--- src/rtl/regfile_sb_if.sv ---
// Bus bundle for regfile_sb: read ports, ALU/load write ports, load-issue scoreboard and status.
// master drives addresses, write data and load issue; slave is the register file itself.
interface regfile_sb_if #(
  parameter int DATA_W = 32,
  parameter int ADDR_W = 4
) ();
  localparam int NREGS = 1 << ADDR_W;

  logic [ADDR_W-1:0] A1, A2, A3;
  logic              RV1, RV2, RV3;
  logic [DATA_W-1:0] RD1, RD2, RD3;
  logic [DATA_W-1:0] R15;
  logic              WE3;
  logic [DATA_W-1:0] WD3;
  logic              WE4;
  logic [ADDR_W-1:0] A4;
  logic [DATA_W-1:0] WD4;
  logic              LD_ISSUE;
  logic [ADDR_W-1:0] LD_ADDR;
  logic              STALL;
  logic [NREGS-1:0]  BUSY;
  logic              ERR;

  modport master (
    output A1, A2, A3, RV1, RV2, RV3, R15,
    output WE3, WD3, WE4, A4, WD4, LD_ISSUE, LD_ADDR,
    input  RD1, RD2, RD3, STALL, BUSY, ERR
  );

  modport slave (
    input  A1, A2, A3, RV1, RV2, RV3, R15,
    input  WE3, WD3, WE4, A4, WD4, LD_ISSUE, LD_ADDR,
    output RD1, RD2, RD3, STALL, BUSY, ERR
  );
endinterface

--- src/rtl/regfile_sb.sv ---
// Register file with three combinational read ports, ALU + load writeback ports and a pending-load scoreboard.
// Define REGFILE_BYPASS_EN for same-cycle write-to-read forwarding and writeback stall release.
module regfile_sb #(
  parameter int DATA_W = 32,
  parameter int ADDR_W = 4
) (
  input  logic          CLK,
  input  logic          RST_N,
  regfile_sb_if.slave   bus
);
  localparam int NREGS = 1 << ADDR_W;
  localparam logic [ADDR_W-1:0] PC_IDX = {ADDR_W{1'b1}};

  logic [DATA_W-1:0] regs_q [NREGS];
  logic [NREGS-1:0]  busy_q, busy_d;
  logic              err_q, err_d;

  logic              wr3, wr4, ld_ok;
  logic [NREGS-1:0]  iss_oh, wb_oh, stall_mask;

  logic [ADDR_W-1:0] rd_addr [3];
  logic              rd_vld  [3];
  logic [DATA_W-1:0] rd_data [3];
  logic [2:0]        port_stall;

  // The PC slot is never stored, so any write or issue aimed at it is discarded here.
  assign wr3   = bus.WE3 && (bus.A3 != PC_IDX);
  assign wr4   = bus.WE4 && (bus.A4 != PC_IDX);
  assign ld_ok = bus.LD_ISSUE && (bus.LD_ADDR != PC_IDX);

  assign rd_addr[0] = bus.A1;
  assign rd_addr[1] = bus.A2;
  assign rd_addr[2] = bus.A3;
  assign rd_vld[0]  = bus.RV1;
  assign rd_vld[1]  = bus.RV2;
  assign rd_vld[2]  = bus.RV3;

  always_ff @(posedge CLK or negedge RST_N) begin
    if (!RST_N) begin
      for (int i = 0; i < NREGS; i++) begin
        regs_q[i] <= '0;
      end
    end else begin
      // ALU result is the younger instruction and wins a same-register collision.
      if (wr4 && !(wr3 && (bus.A3 == bus.A4))) begin
        regs_q[bus.A4] <= bus.WD4;
      end
      if (wr3) begin
        regs_q[bus.A3] <= bus.WD3;
      end
    end
  end

  always_comb begin
    iss_oh = '0;
    wb_oh  = '0;
    if (ld_ok) begin
      iss_oh[bus.LD_ADDR] = 1'b1;
    end
    if (wr4) begin
      wb_oh[bus.A4] = 1'b1;
    end
  end

  // Issue overrides a same-cycle writeback: the new load is still in flight.
  assign busy_d = (busy_q & ~wb_oh) | iss_oh;
  assign err_d  = err_q | (|(iss_oh & busy_q));

  always_ff @(posedge CLK or negedge RST_N) begin
    if (!RST_N) begin
      busy_q <= '0;
      err_q  <= 1'b0;
    end else begin
      busy_q <= busy_d;
      err_q  <= err_d;
    end
  end

`ifdef REGFILE_BYPASS_EN
  assign stall_mask = busy_q & ~(wb_oh & ~iss_oh);
`else
  assign stall_mask = busy_q;
`endif

  always_comb begin
    for (int p = 0; p < 3; p++) begin
      rd_data[p] = regs_q[rd_addr[p]];
`ifdef REGFILE_BYPASS_EN
      if (wr4 && (bus.A4 == rd_addr[p])) begin
        rd_data[p] = bus.WD4;
      end
      if (wr3 && (bus.A3 == rd_addr[p])) begin
        rd_data[p] = bus.WD3;
      end
`endif
      if (rd_addr[p] == PC_IDX) begin
        rd_data[p] = bus.R15;
      end
    end
  end

  always_comb begin
    port_stall = '0;
    for (int p = 0; p < 3; p++) begin
      port_stall[p] = rd_vld[p] && (rd_addr[p] != PC_IDX) && stall_mask[rd_addr[p]];
    end
  end

  assign bus.RD1   = rd_data[0];
  assign bus.RD2   = rd_data[1];
  assign bus.RD3   = rd_data[2];
  assign bus.STALL = |port_stall;
  assign bus.BUSY  = busy_q;
  assign bus.ERR   = err_q;
endmodule

--- src/flat_wrapper.sv ---
// flat-port wrapper written by rule: the top's interface ports become plain ports
module regfile_sb_flat 
#(
  parameter int DATA_W = 32,
  parameter int ADDR_W = 4
)
  (CLK, RST_N, bus_A1, bus_A2, bus_A3, bus_RV1, bus_RV2, bus_RV3, bus_R15, bus_WE3, bus_WD3, bus_WE4, bus_A4, bus_WD4, bus_LD_ISSUE, bus_LD_ADDR, bus_RD1, bus_RD2, bus_RD3, bus_STALL, bus_BUSY, bus_ERR);
  regfile_sb_if #(.DATA_W(DATA_W), .ADDR_W(ADDR_W)) bus_i ();
  input  logic CLK;
  input  logic RST_N;
  input wire logic [$bits(bus_i.A1)-1:0] bus_A1;
  input wire logic [$bits(bus_i.A2)-1:0] bus_A2;
  input wire logic [$bits(bus_i.A3)-1:0] bus_A3;
  input wire logic [$bits(bus_i.RV1)-1:0] bus_RV1;
  input wire logic [$bits(bus_i.RV2)-1:0] bus_RV2;
  input wire logic [$bits(bus_i.RV3)-1:0] bus_RV3;
  input wire logic [$bits(bus_i.R15)-1:0] bus_R15;
  input wire logic [$bits(bus_i.WE3)-1:0] bus_WE3;
  input wire logic [$bits(bus_i.WD3)-1:0] bus_WD3;
  input wire logic [$bits(bus_i.WE4)-1:0] bus_WE4;
  input wire logic [$bits(bus_i.A4)-1:0] bus_A4;
  input wire logic [$bits(bus_i.WD4)-1:0] bus_WD4;
  input wire logic [$bits(bus_i.LD_ISSUE)-1:0] bus_LD_ISSUE;
  input wire logic [$bits(bus_i.LD_ADDR)-1:0] bus_LD_ADDR;
  output wire logic [$bits(bus_i.RD1)-1:0] bus_RD1;
  output wire logic [$bits(bus_i.RD2)-1:0] bus_RD2;
  output wire logic [$bits(bus_i.RD3)-1:0] bus_RD3;
  output wire logic [$bits(bus_i.STALL)-1:0] bus_STALL;
  output wire logic [$bits(bus_i.BUSY)-1:0] bus_BUSY;
  output wire logic [$bits(bus_i.ERR)-1:0] bus_ERR;
  assign bus_i.A1 = bus_A1;
  assign bus_i.A2 = bus_A2;
  assign bus_i.A3 = bus_A3;
  assign bus_i.RV1 = bus_RV1;
  assign bus_i.RV2 = bus_RV2;
  assign bus_i.RV3 = bus_RV3;
  assign bus_i.R15 = bus_R15;
  assign bus_i.WE3 = bus_WE3;
  assign bus_i.WD3 = bus_WD3;
  assign bus_i.WE4 = bus_WE4;
  assign bus_i.A4 = bus_A4;
  assign bus_i.WD4 = bus_WD4;
  assign bus_i.LD_ISSUE = bus_LD_ISSUE;
  assign bus_i.LD_ADDR = bus_LD_ADDR;
  assign bus_RD1 = bus_i.RD1;
  assign bus_RD2 = bus_i.RD2;
  assign bus_RD3 = bus_i.RD3;
  assign bus_STALL = bus_i.STALL;
  assign bus_BUSY = bus_i.BUSY;
  assign bus_ERR = bus_i.ERR;
  regfile_sb #(.DATA_W(DATA_W), .ADDR_W(ADDR_W)) u_core (.CLK(CLK), .RST_N(RST_N), .bus(bus_i));
endmodule
--- config.mk ---
export PLATFORM = sky130hd
export DESIGN_NAME = regfile_sb_flat
export DESIGN_NICKNAME = d
export VERILOG_FILES = /design/src/rtl/regfile_sb_if.sv /design/src/rtl/regfile_sb.sv /design/src/flat_wrapper.sv
export SDC_FILE = /design/constraint.sdc
export NUM_CORES = 2
export LEC_CHECK = 0
export ABC_AREA = 1
export CORE_MARGIN = 4
export CORE_UTILIZATION = 43
export CTS_BUF_LIST = sky130_fd_sc_hd__clkbuf_4
export CTS_CLUSTER_DIAMETER = 100
export DETAILED_ROUTE_END_ITERATION = 7
export DONT_BUFFER_PORTS = 1
export GPL_ROUTABILITY_DRIVEN = 0
export HOLD_SLACK_MARGIN = 0.08
export MAX_ROUTING_LAYER = met4
export PLACE_DENSITY_LB_ADDON = 0.1
export REMOVE_ABC_BUFFERS = 1
export SETUP_SLACK_MARGIN = 0.2
export SYNTH_ARGS = -nofsm -noshare
export SYNTH_HDL_FRONTEND = slang
export SYNTH_SLANG_ARGS = --single-unit
--- constraint.sdc ---
create_clock -name CLK -period 1.9 [get_ports CLK]
set_input_delay 0.19 -clock CLK [delete_from_list [all_inputs] [get_ports CLK]]
set_output_delay 0.19 -clock CLK [all_outputs]
set_load 0.03 [all_outputs]
### Wiring by layer

Only two layers are drawn.
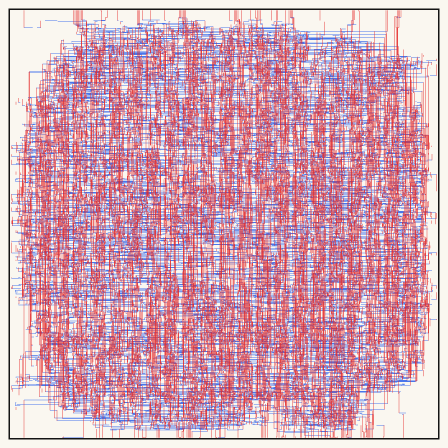
- blue: met1 (wire length 81.6 mm)
- red: met2 (wire length 93.8 mm)
post-DR wirelength/cell: 26.6 um
vias after detailed routing: 53000
total wire length: 224 mm
gr usage total: 0.442

### Close-up of the layout

Region (225, 67) to (250, 92) um. Cells in gray, sequential cells in the stronger gray; small squares are vias.
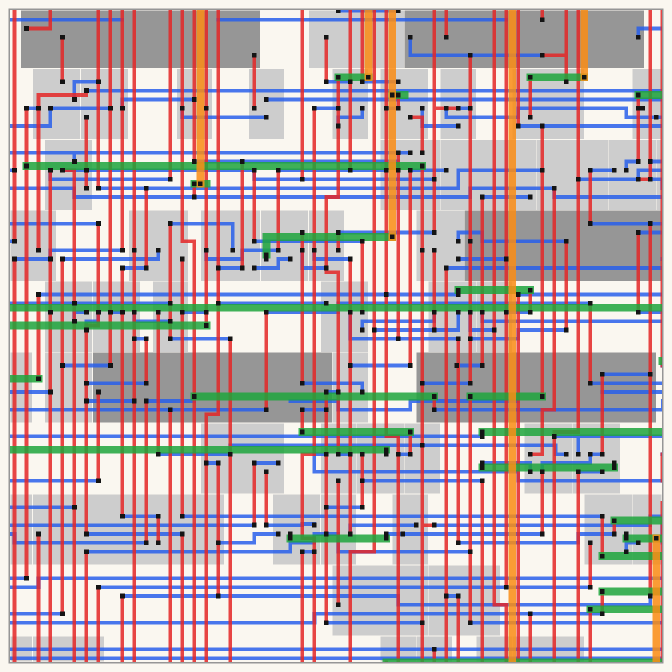
- blue: met1
- orange: met4
- red: met2
- green: met3
- sequential cells in the window: 5
- cells with their middle in the window: 48
- most frequent: nand3_1 (10), nand2_1 (8), o21ai_1 (6)
- netlist names of flops here include: `u_core.regs_q` (5)

==> impl_metrics.tcl <==
# metrics dict for downstream scripts
set metrics [dict create \
    root_buffer "clkbuf_4" \
    first_pass_iters 8 \
    htreeDepth 4 \
    portBuffers 0 \
    cp_num_buf_inv 3 \
    avgSynthCellArea_sq_um 6.05 \
    n_tap_cell 1254 \
    grt_overflow 0 \
    grt_max_degree 527 \
    postRouteAntennaNets 0 \
    drtIter0Drc 7905 \
    timing.rr.start "u_core.regs_q[102]$_DFF_PN0_" \
    antenna_found_initial 5 \
    dp_slack_ns -0.0255 \
    nonClkBufAreaFrac 0.160 \
    comb_area_sq_um 24300 \
    sh_seq_area 0.253 \
    regToRegSetupSlack_ns 0.51 \
    synthCells 6765 \
    crit_slowest_cell "dfrtp_1" \
    clockBufferDepth 3 \
    synth_warnings 0 \
    clkCellAreaFrac 0.0367 \
    io-pin-count 238 \
    netlist.top_cell.by_area "dfrtp_1" \
    flop-count 526 \
    ys_area_sq_um 40900 \
    synthTopCellsByCount "nand2_1, nand3_1, o21ai_0" \
    die.size.y_um 317 \
    critPathLaunchType "flip-flop" \
    path_common_cell "buf_4" \
    hp-class "primary input to asynchronous set/reset pin" \
    leakage_nw 25.5 \
    worstMarginPinSlew_ns 3.61 \
    clkLatencyLatePin_ns 1.10 \
    post-synth-top-count-cell "nand2_1" \
    syn_to_final_growth_pct 27.2 \
    topCellsByArea "dfrtp_1, nand2_1, nand3_1" \
    cts_made_buffers 162 \
    postLayoutCoreUtil 0.555 \
    final_cells 8415 \
    grt_pass1_wl_mm 321 \
    nClkBuffers 223 \
    tns_ns -70.04 \
    slew_viol_final 444 \
    p_per_area_nw_per_um2 871 \
    dp_hpwl_mm 132 \
    postSynth.asyncResetShare 1.00 \
    top_area_frac 0.322 \
    fin_crit_sh 1.39 \
    crit_arrival_ns 2.46 \
    comb.multi_input.count 4883 \
    worstRegToRegCells 5 \
    status "finished, violations left" \
    finalHoldViolCount 591 \
    via_per_inst 6.29 \
    fmax_mhz 378 \
    synthDistinctLibCells 24 \
    placed_cell_area_sq_um 45300 \
    largest_class "multi-input combinational cells" \
    initCoreUtil 0.436 \
    tool_warnings 44 \
    final_nets 7182 \
    finalSetupViolations 221 \
    fillCellCount 9431 \
    edf_count 0 \
    min_period_ns 2.65 \
    ir_worst_vdd_mv 0.582 \
    n_all_inverters 732 \
    failed_checks "negative hold slack, max-slew violations, negative setup slack" \
    setup_slack_ns -0.747 \
    crit_cells 9 \
    reg2reg_to "u_core.regs_q[102]$_DFF_PN0_" \
    cts_sinks 526 \
    whs_ns -1.15 \
    dp_cells 7827 \
]
### Metal 4

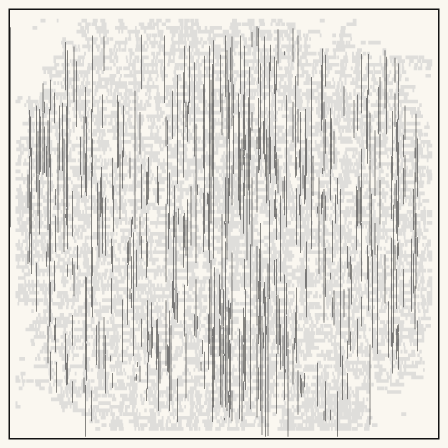
- wire length on this layer: 17400 um
- longest straight run: 161 um
- main direction: vertical

-- per-layer routing --
metal	GRT usage	part of all wire	vias up
met3	0.119	0.14	1118
met2	0.632	0.42	4302
met5	-	0	-
met4	0.277	0.078	0
met1	0.555	0.36	24400
li1	-	-	23100
-- cells by family after synthesis --
kind of cell	Yosys count	share of synthesized area
buf+inv	1356	0.127
flops	526	0.322
compound gates	1686	0.216
simple gates	3197	0.336
-- registers in the layout (all words and copies together) (netlist names) --
signal / cells
u_core.bus.ERR: 1
u_core.regs_q: 509
u_core.bus.BUSY: 16
-- placed cells by master, fill, tap and decap left out, types with 180 or more instances in the layout --
master	Yosys	routed
a21oi_1	426	245
inv_2	9	232
dlygate4sd3_1	0	181
nand2_1	1667	1551
dfrtp_1	526	515
a21oi_2	0	180
clkbuf_4	0	227
o21ai_0	937	574
nand3_1	1145	1114
inv_1	714	494
buf_4	1	310
nor2_1	256	198
o21ai_1	110	446
-- per-stage QoR --
stage,hold slack (ns),total power [W]
after global placement,-0.0564,0.0301
after global routing,-1.19,0.0481
after floorplan,-0.106,0.0254
after CTS,-1.28,0.0438
final,-1.15,0.0454
after detailed placement,-0.0629,0.0303
-- timing repair --
action / 4_1_cts / 5_1_grt
resized: 695 / 454
cloned: 0 / 2
pin swaps: 307 / 288
hold endpoints to repair: 1022 / 927
setup buffers: 70 / 53
endpoints found under the setup margin: 114 / 485
hold buffers: 182 / 29
-- report_power, final --
group          switching, W  leakage (nW)  internal, W
clock               0.00591          1.14      0.00575
combinational        0.0105          18.1      0.00711
sequential          0.00219          6.24       0.0139
total                0.0186          25.5       0.0268
-- worst register-to-register path, delay by kind of cell (launching register included) --
family	cells	cell delay (ns)
DFF	1	0.35
and+or+nand+nor	3	0.21
buffers and inverters	2	0.70
Power and IR drop assume default switching activity.
